Figure 1. Signal wires on met2 (run 1).
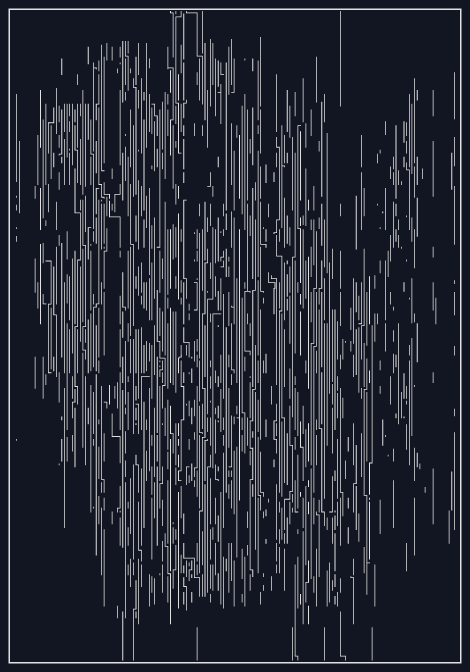
Figure 2. Placement density heat map (run 1).
The die is cut into 8 by 11 equal tiles; white is low, dark blue is high, 0 to 100% covered.
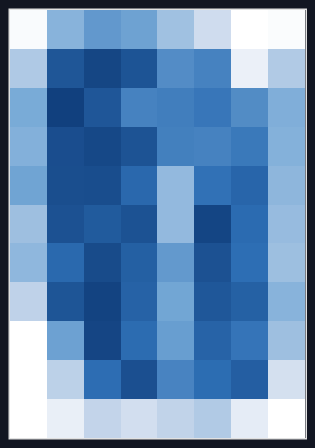
Figure 3. Logic cells by family (run 1).
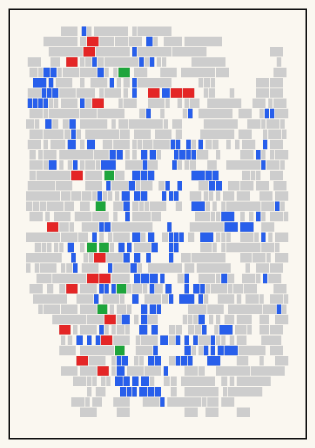
Figure 4. Wiring by layer (run 1).
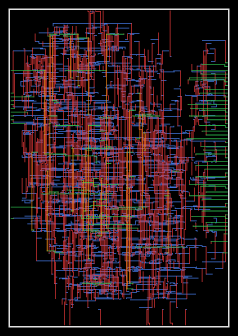
**src/rtl/esm_buffer_ctrl.sv**
```systemverilog
// ESM instruction buffer sequencer: circular slot allocation, in-order issue/retire, draining flush.
// Optional ESM_BUF_CTRL_STATS_EN adds saturating bubble_cnt and stall_cnt outputs.
module esm_buffer_ctrl #(
    parameter int Instruction_word_size = 32,
    parameter int bs                    = 16
) (
    input  logic                             clk,
    input  logic                             rst,
    input  logic [Instruction_word_size-1:0] Instr_in,
    input  logic                             in_valid,
    output logic                             in_ready,
    output logic                             buf_we,
    output logic [$clog2(bs)-1:0]            buf_index,
    output logic                             issue_valid,
    input  logic                             issue_ready,
    output logic [$clog2(bs)-1:0]            issue_index,
    input  logic                             retire,
    input  logic                             flush,
    output logic [bs-1:0]                    valid_entries,
`ifdef ESM_BUF_CTRL_STATS_EN
    output logic [31:0]                      bubble_cnt,
    output logic [31:0]                      stall_cnt,
`endif
    output logic [$clog2(bs):0]              count,
    output logic                             full,
    output logic                             empty,
    output logic                             busy,
    output logic                             err_retire
);

    // state | meaning
    // RUN   | normal accept / issue / retire
    // DRAIN | intake and issue frozen, waiting for outstanding retires
    // PURGE | one cycle: drop pending slots, wr_ptr snaps back to iss_ptr
    localparam int AW = $clog2(bs);
    localparam int CW = AW + 1;

    typedef enum logic [1:0] {RUN, DRAIN, PURGE} state_t;

    state_t          state, state_nxt;
    logic [AW-1:0]   wr_ptr, iss_ptr, hd_ptr;
    logic [CW-1:0]   out_cnt, pend_cnt;
    logic            accept, acc_nz, iss_fire, ret_eff;
    logic [bs-1:0]   set_mask, clr_mask, purge_mask;

    assign count       = out_cnt + pend_cnt;
    assign full        = (count == CW'(bs));
    assign empty       = (count == '0);
    assign busy        = (state != RUN);
    assign buf_index   = wr_ptr;
    assign issue_index = iss_ptr;

    assign accept   = in_valid & in_ready;
    assign acc_nz   = accept & (|Instr_in);
    assign buf_we   = acc_nz;
    assign iss_fire = issue_valid & issue_ready;
    assign ret_eff  = retire & (out_cnt != '0);

    always_comb begin
        state_nxt   = state;
        in_ready    = 1'b0;
        issue_valid = 1'b0;
        case (state)
            RUN: begin
                in_ready    = !full;
                issue_valid = (pend_cnt != '0);
                if (flush) state_nxt = DRAIN;
            end
            DRAIN: begin
                // leave once the last outstanding entry retires (or none were left)
                if (out_cnt == CW'(ret_eff)) state_nxt = PURGE;
            end
            PURGE:   state_nxt = RUN;
            default: state_nxt = RUN;
        endcase
    end

    // pending slots are the pend_cnt entries starting at iss_ptr
    always_comb begin
        purge_mask = '0;
        for (int i = 0; i < bs; i++) begin
            purge_mask[i] = ({1'b0, AW'(AW'(i) - iss_ptr)} < pend_cnt);
        end
    end

    always_comb begin
        set_mask = '0;
        clr_mask = '0;
        if (acc_nz)  set_mask[wr_ptr] = 1'b1;
        if (ret_eff) clr_mask[hd_ptr] = 1'b1;
        if (state == PURGE) clr_mask = clr_mask | purge_mask;
    end

    always_ff @(posedge clk or posedge rst) begin
        if (rst) begin
            state         <= RUN;
            wr_ptr        <= '0;
            iss_ptr       <= '0;
            hd_ptr        <= '0;
            out_cnt       <= '0;
            pend_cnt      <= '0;
            valid_entries <= '0;
            err_retire    <= 1'b0;
        end else begin
            state         <= state_nxt;
            valid_entries <= (valid_entries | set_mask) & ~clr_mask;
            out_cnt       <= out_cnt + CW'(iss_fire) - CW'(ret_eff);
            if (iss_fire) iss_ptr <= iss_ptr + AW'(1);
            if (ret_eff)  hd_ptr  <= hd_ptr + AW'(1);
            if (retire && out_cnt == '0) err_retire <= 1'b1;
            if (state == PURGE) begin
                wr_ptr   <= iss_ptr;
                pend_cnt <= '0;
            end else begin
                if (acc_nz) wr_ptr <= wr_ptr + AW'(1);
                pend_cnt <= pend_cnt + CW'(acc_nz) - CW'(iss_fire);
            end
        end
    end

`ifdef ESM_BUF_CTRL_STATS_EN
    always_ff @(posedge clk or posedge rst) begin
        if (rst) begin
            bubble_cnt <= '0;
            stall_cnt  <= '0;
        end else begin
            if (accept && !(|Instr_in) && bubble_cnt != '1) bubble_cnt <= bubble_cnt + 32'd1;
            if (in_valid && !in_ready && stall_cnt != '1)   stall_cnt  <= stall_cnt + 32'd1;
        end
    end
`endif

endmodule

```
**config.mk**
```make
export PLATFORM = sky130hd
export DESIGN_NAME = esm_buffer_ctrl
export DESIGN_NICKNAME = d
export VERILOG_FILES = /design/src/rtl/esm_buffer_ctrl.sv
export SDC_FILE = /design/constraint.sdc
export NUM_CORES = 1
export LEC_CHECK = 0
export ABC_AREA = 1
export CORE_ASPECT_RATIO = 1.5
export CORE_MARGIN = 4
export CORE_UTILIZATION = 54
export CTS_CLUSTER_SIZE = 12
export DETAILED_ROUTE_END_ITERATION = 10
export GPL_TIMING_DRIVEN = 0
export PLACE_DENSITY = 0.91
export SLEW_MARGIN = 20
export SYNTH_ARGS = -nofsm -noshare
export SYNTH_HDL_FRONTEND = slang
export SYNTH_SLANG_ARGS = --single-unit
```
**constraint.sdc**
```tcl
create_clock -name clk -period 3.3 [get_ports clk]
set_input_delay 0.825 -clock clk [delete_from_list [all_inputs] [get_ports clk]]
set_output_delay 0.825 -clock clk [all_outputs]
set_load 0.03 [all_outputs]
```
==> reports/qor.yml, run 1 <==
outcome: "finished clean"
fin_worst_hold_slack_ns: 0.483
dominantRegCellSynth: "sky130_fd_sc_hd__dfrtp_1"
worst_hold_path_type: "reg -> reg"
post-route-drc-count: 0
clk_root_buffer_cell: "sky130_fd_sc_hd__clkbuf_8"
hold-path-cell-count: 1
maxSlewHeadroom: 0.650
worst_skew_pair.late_latency_ns: 0.31
yosys_warnings: 0
finalMaxSlewViolations: 0
layout.area.seq_um2: 1030
cts_buffers: 5
fillerInstances: 545
count_of_cell_types_in_the_netlist: 38
synthesis.instances: 538
nets: 739
drt_first_pass_iters: 5
synthDominantCellAreaShare: 0.258
rsz0062_at_grt: "yes"
finalInstanceArea_um2: 5140
layout-drive-gt1-share: 0.119
grt_max_degree: 23
synth_chip_area_um2: 3970
buffer_ports.inserted: 73
setup.worst_path.class: "reg -> reg"
detail_route.iter0.violations: 241
p_per_area_nw_per_um2: 1150
dp_hpwl_um: 8750
openroad.warnings: 44
floorplan.io_pins: 74
syn_avg_cell_area_um2: 7.38
post-route-min-period_ns: 3.26
final-hold-violation-count: 0
routed_via_density: 5.38
timing_worst_slew_pin_value_ns: 0.525
number_of_sinks_on_the_clock_net: 41
fin_worst_skew_ns: 0.00858
worstPathArrival_ns: 3.44
worstPathMaxFanout: 4
row_count: 38
cts-root-to-sink-buffers: 2
worst_r2r_path_depth: 16
synth_seq_share: 0.258
critical_path.slowest_cell: "sky130_fd_sc_hd__fa_2"
finalCritPeriodShare: 0.989
synth.ff_latch_count: 41
die.size.y_um: 113
synth.largest_area_cell: "sky130_fd_sc_hd__dfrtp_1"
cp-end-kind: "flip-flop"
postRouteAntennaNets: 0
insertedDiodeCount: 0
ys_top_cells_by_area: "sky130_fd_sc_hd__dfrtp_1 26%, sky130_fd_sc_hd__ha_1 19%, sky130_fd_sc_hd__nand2_1 8.7%, sky130_fd_sc_hd__inv_1 8.6%, sky130_fd_sc_hd__nand3_1 6.6%"
finalSetupTns_ns: 0
gpl.final_weighted_congestion: 0.942
global_route_wire_length_before_repair_um: 18500
grt_remaining_overflow: 0
die.size.x_um: 78.0
die_area_um2: 8820
cp-start-kind: "flip-flop"
number_of_maximum_capacitance_violations: 0
leakage_nw: 2.55
synth-edff-count: 0
synthArstFlopShare: 1.00
crit_chain: "ha_2 > fa_2 > or2_1 > nor2_2 > nand3_2 > nor2_4 > nor2_8 > nand2_4 > inv_4 > ha_1 > inv_1 > fa_1 > nor3_1 > a211oi_1 > xor2_1 > nor2_1"
multi_input_comb_area_um2: 2520
ys_cells: 538
clk_transition_reported_paths_ns: 0.08
vdd.ir_drop.worst_v: 0.00111
timing.critical_path.slowest_cell_delay_ns: 0.42
dpl.cell_count: 712
placement.setup.worst_slack_ns: -0.360
fin_ws_ns: 0.0371
top_library_cells_by_usage_in_the_layout_fill_and_taps_aside: "91 x sky130_fd_sc_hd__nand2_1, 87 x sky130_fd_sc_hd__inv_1, 69 x sky130_fd_sc_hd__clkdlybuf4s50_1, 62 x sky130_fd_sc_hd__nor2_1, 58 x sky130_fd_sc_hd__ha_1"
## Picture notes: Figure 1
601 nets have wire on it. The layer holds 53% of the routed length. The wires run mostly vertical. The layer carries 6000 um of wire. The longest straight run is 46.9 um.
total wirelength of the detailed-routed design: 11400 um
detailed-route via count: 3973

## Picture notes: Figure 2
The fullest tile reaches 94%. 5.7% of the tiles are nearly empty. The mean over all tiles is 57%.
fraction of the core area covered by cells at the end of the flow: 0.716
Core Area: 7180 um^2
Initial Utilization: 0.553

## Picture notes: Figure 3
Key: xor and xnor cells = red [cells 18, most used xor2_1]; non-inverting ao/oa cells = green [cells 8, most used a21o_1]; nand cells = blue [cells 171, most used nand2_1]
multi-input gate share of total cell area: 0.491
Post-Layout Cell Count: 739
most used logic cell in the final layout: sky130_fd_sc_hd__nand2_1

## Picture notes: Figure 4
Key: M1 = blue [wire length 4010 um]; M4 = orange [wire length 622 um]; M3 = green [wire length 760 um]; M2 = red [wire length 6000 um]
All-Layer GR Usage: 0.263
Avg WL per Cell: 15.4 um

run 1: sequential cells by signal (all words and copies together) (netlist names):
name / count
out_cnt: 5
err_retire: 1
hd_ptr: 4
pend_cnt: 5
state: 2
valid_entries: 16
buf_index: 4
issue_index: 4
run 1: where the power goes:
part	internal [W]	switching, W
sequential	0.000724	0.000219
combinational	0.00180	0.00275
clock	0.000220	0.000185
run 1: cell families after synthesis:
logic type	synth area share
AND-OR/OR-AND	0.105
flip-flops	0.258
AND/OR/NAND/NOR	0.285
buffers and inverters	0.111
XOR/XNOR	0.0397
adder cells (fa/ha/maj)	0.201
run 1: metrics by stage:
step	total power (W)	util
final	0.00590	0.716
after global routing	0.00645	0.716
after CTS	0.00562	0.696
after detailed placement	0.00513	0.677
after global placement	0.00490	0.673
after floorplan	0.00392	-
run 1: cell usage after synthesis (all sizes together) (2+ instances only):
master,n
nand2,97
inv,93
nor2,66
nand3,62
ha,59
dfrtp,41
a21oi,24
o21ai,22
nand4,12
xor2,12
clkbuf,9
a21o,6
a22oi,6
xnor2,6
buf,4
fa,3
nor3,3
o21bai,3
clkinv,2
or2,2
run 1: per-layer routing:
metal  GRT usage  wire length, um  vias up
met2       0.491             6000      162
met4       0.158              622        0
met3      0.0581              759       50
li1            -                -     1934
met5           0                0        -
met1       0.260             4010     1827
run 1: worst max-delay path, delay by kind of cell (launching register included):
family,cells,cell delay [ns]
XOR/XNOR,1,0.25
flip-flops,1,0.41
adder cells (fa/ha/maj),4,1.04
AND/OR/NAND/NOR,8,1.02
AND-OR/OR-AND,1,0.26
buffers and inverters,2,0.15
run 1: cell type report:
class,count,share of cell area
Sequential cell,41,0.200
Tap cell,100,0.0244
Clock inverter,2,0.00682
Multi-Input combinational cell,390,0.491
Timing Repair Buffer,93,0.176
Clock buffer,5,0.0134
Buffer,13,0.0158
Inverter,95,0.0723
run 1: path summary, 6_finish.rpt:
check                            startpoint      endpoint  slack, ns
worst max-delay path            pend_cnt[0]   pend_cnt[4]       0.04
worst min-delay path             err_retire    err_retire       0.48
worst max register to register  pend_cnt[0]   pend_cnt[4]       0.04
worst min register to register   err_retire    err_retire       0.48
max in group asynchronous               rst  buf_index[0]       1.96
min in group asynchronous               rst    out_cnt[4]       0.87
run 1: repair_timing:
item	4_1_cts	5_1_grt
setup buffers	4	15
setup endpoints to repair	7	6
hold buffers	0	0
resized	15	21
gates cloned	0	1
pin swaps	1	5
--- run 2 (diff from run 1) ---
CORE_UTILIZATION = 35   (was 54)
PLACE_DENSITY = 0.66   (was 0.91)
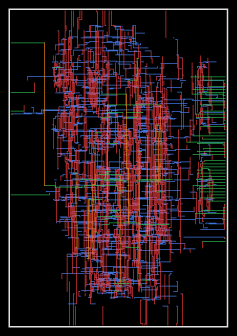
Figure 5: run 2, wiring by layer.
Key: M4 = orange [wire length 600 um]; M3 = green [wire length 744 um]; M2 = red [wire length 6060 um]; M1 = blue [wire length 3870 um]
detailed-route via count: 3830
All-Layer GR Usage: 0.173
total wirelength of the detailed-routed design: 11300 um
Avg WL per Cell: 14.6 um

==> run 2 against run 1 <==
Net effect: sequential power up 1%; first-iteration DRC count is 0.83% higher; hold slack lost 0.0066 ns; fmax grew 0.91%; setup slack better by 0.029 ns.
==> reports/qor.yml, run 2 <==
outcome: "finished clean"
detail_route.iter0.violations: 243  # +0.83%
met3WireLength_um: 744  # -2.0%
openroad.warnings: 44  # unchanged
nets: 725  # -1.9%
drt_first_pass_iters: 4  # -1
setup.worst_path.class: "reg -> out"
synthDominantCellAreaShare: 0.258  # unchanged
post-route-drc-count: 0  # unchanged
synth_seq_share: 0.258  # unchanged
biggestRegsByFlops: "valid_entries x16, out_cnt x5, pend_cnt x5"
finalCritPeriodShare: 0.980  # -0.00892
multi_input_comb_area_um2: 2540  # +0.59%
global_route_wire_length_before_repair_um: 18100  # -2.3%
insertedDiodeCount: 0  # unchanged
p_per_area_nw_per_um2: 1120  # -2.2%
grt_max_degree: 23  # unchanged
yosys-top-cells-count: "92 x sky130_fd_sc_hd__nand2_1, 91 x sky130_fd_sc_hd__inv_1, 63 x sky130_fd_sc_hd__nor2_1"
synth_chip_area_um2: 3970  # unchanged
worst_hold_startpoint: "err_retire"
worst_skew_pair.late_latency_ns: 0.29  # -0.02 ns
maxSlewHeadroom: 0.622  # -0.0284
power_switching_share: 0.534  # -0.00190
fillerInstances: 1116  # +100%
syn_avg_cell_area_um2: 7.38  # unchanged
gpl.final_weighted_congestion: 0.919  # -2.5%
synthesis.instances: 538  # unchanged
timing.rr.start: "pend_cnt[0]"
floorplan.io_pins: 74  # unchanged
crit_start: "pend_cnt[0]"
synthArstFlopShare: 1.00  # unchanged
clock_power_share: 0.086  # +0.017
dominantRegCellSynth: "sky130_fd_sc_hd__dfrtp_1"
power_switching_w: 0.00308  # -2.5%
top_library_cells_by_usage_in_the_layout_fill_and_taps_aside: "91 x sky130_fd_sc_hd__nand2_1, 88 x sky130_fd_sc_hd__inv_1, 69 x sky130_fd_sc_hd__clkdlybuf4s50_1, 62 x sky130_fd_sc_hd__nor2_1, 58 x sky130_fd_sc_hd__ha_1"
pwr-share-comb: 0.748  # -0.023
yosys_warnings: 0  # unchanged
synth.ff_latch_count: 41  # unchanged
finalMaxSlewViolations: 0  # unchanged
post-route-min-period_ns: 3.23  # -0.0294 ns
buffer_ports.inserted: 73  # unchanged
clk_transition_reported_paths_ns: 0.06  # -0.02 ns
crit_chain: "ha_4 > fa_2 > or2_1 > nor2_2 > nand3_2 > nor2_4 > nor2_8 > buf_12 > buf_4"
number_of_maximum_capacitance_violations: 0  # unchanged
grt_remaining_overflow: 0  # unchanged
cp-end-kind: "output pin"
cts-root-to-sink-buffers: 2  # unchanged
vdd.ir_drop.worst_v: 0.000621  # -44%
synth-edff-count: 0  # unchanged
layout.area.seq_um2: 1030  # unchanged
worst_hold_path_type: "reg -> reg"
critical_path.slowest_cell: "sky130_fd_sc_hd__dfrtp_2"
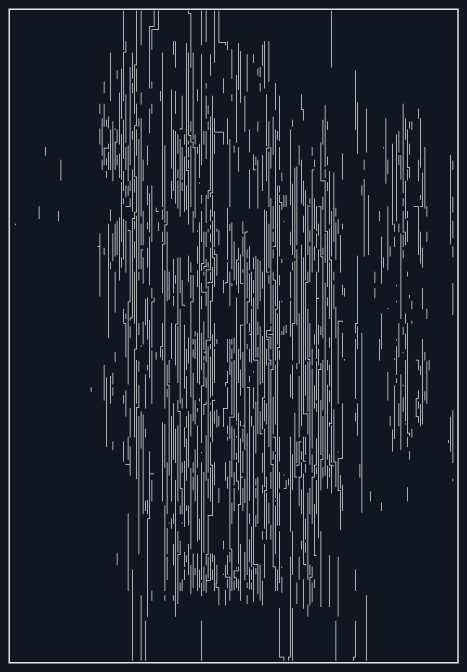
Figure 6: run 2, signal wires on met2.
The longest straight run is 46.2 um. The wires run mostly vertical. The layer carries 6060 um of wire.
met2 GRT Util: 0.328

==> run 2: cell types whose count changed in the layout (fill, tap and decap cells not counted), sizes merged <==
cell / previous run / this run
clkinvlp: 2 / 3
buf: 27 / 12
dlygate4sd2: 0 / 1
bufinv: 1 / 0
clkdlybuf4s15: 0 / 1
clkinv: 3 / 2
==> run 2: power groups by stage <==
| stage | Combinational [W] | Clock [W] | Sequential (W) |
|---|---|---|---|
| floorplan | 0.00280 | 0 | 0.00112 |
| global placement | 0.00402 | 0 | 0.000948 |
| detailed placement | 0.00421 | 0 | 0.000956 |
| CTS | 0.00422 | 0.000506 | 0.000958 |
| global route | 0.00483 | 0.000525 | 0.000998 |
| finish | 0.00431 | 0.000498 | 0.000957 |
==> run 2: area by class of cell <==
class                      instances  share of cell area
buffer                            13              0.0158
clock buffer                       6              0.0270
clock inverter                     1             0.00146
inverter                          95              0.0718
multi-input combinational        390               0.494
sequential                        41               0.200
tap                              147              0.0358
timing repair buffer              79               0.154
==> run 2: what timing repair did <==
action                                  CTS  global route
gates resized                            13            13
hold buffers                              0             0
buffers inserted                          1             4
cloned                                    0             1
pin swaps                                 1             3
endpoints found under the setup margin    5             6
==> run 2: final timing paths <==
path / end / depth (start not counted)
min reg2reg: err_retire / 1
max in group asynchronous: buf_index[3] / 3
min in group asynchronous: out_cnt[1] / 2
min: err_retire / 1
max reg2reg: pend_cnt[4] / 16
max: in_ready / 9
==> run 2: through the flow <==
| step | util | area (um^2) | total power, W | setup slack (ns) | cells |
|---|---|---|---|---|---|
| floorplan | - | 3980 | 0.00392 | 0.00476 | 538 |
| global placement | 0.442 | 4890 | 0.00497 | -0.400 | 758 |
| detailed placement | 0.445 | 4920 | 0.00517 | -0.405 | 759 |
| CTS | 0.459 | 5070 | 0.00569 | -0.132 | 767 |
| global route | 0.465 | 5140 | 0.00635 | -0.0315 | 772 |
| finish | 0.465 | 5140 | 0.00577 | 0.0665 | 772 |
==> run 2: logic make-up after synthesis <==
group / count (synthesis) / synth area share
AND-OR/OR-AND: 66 / 0.105
XOR/XNOR: 18 / 0.0397
adder cells (fa/ha/maj): 62 / 0.201
buffers and inverters: 108 / 0.111
flip-flops: 41 / 0.258
AND/OR/NAND/NOR: 243 / 0.285
==> run 2: critical path, delay by kind of cell, from the launching register on <==
family	cells	cell delay, ns
flops	1	0.45
simple gates	5	0.74
fa+ha+maj	2	0.60
buf+inv	2	0.33
==> run 2: layer usage <==
metal / vias to the layer above / GRT usage
met5: - / 0
met4: 0 / 0.0935
met3: 34 / 0.0359
met2: 125 / 0.328
met1: 1767 / 0.168
li1: 1904 / -
Power and IR drop assume default switching activity.
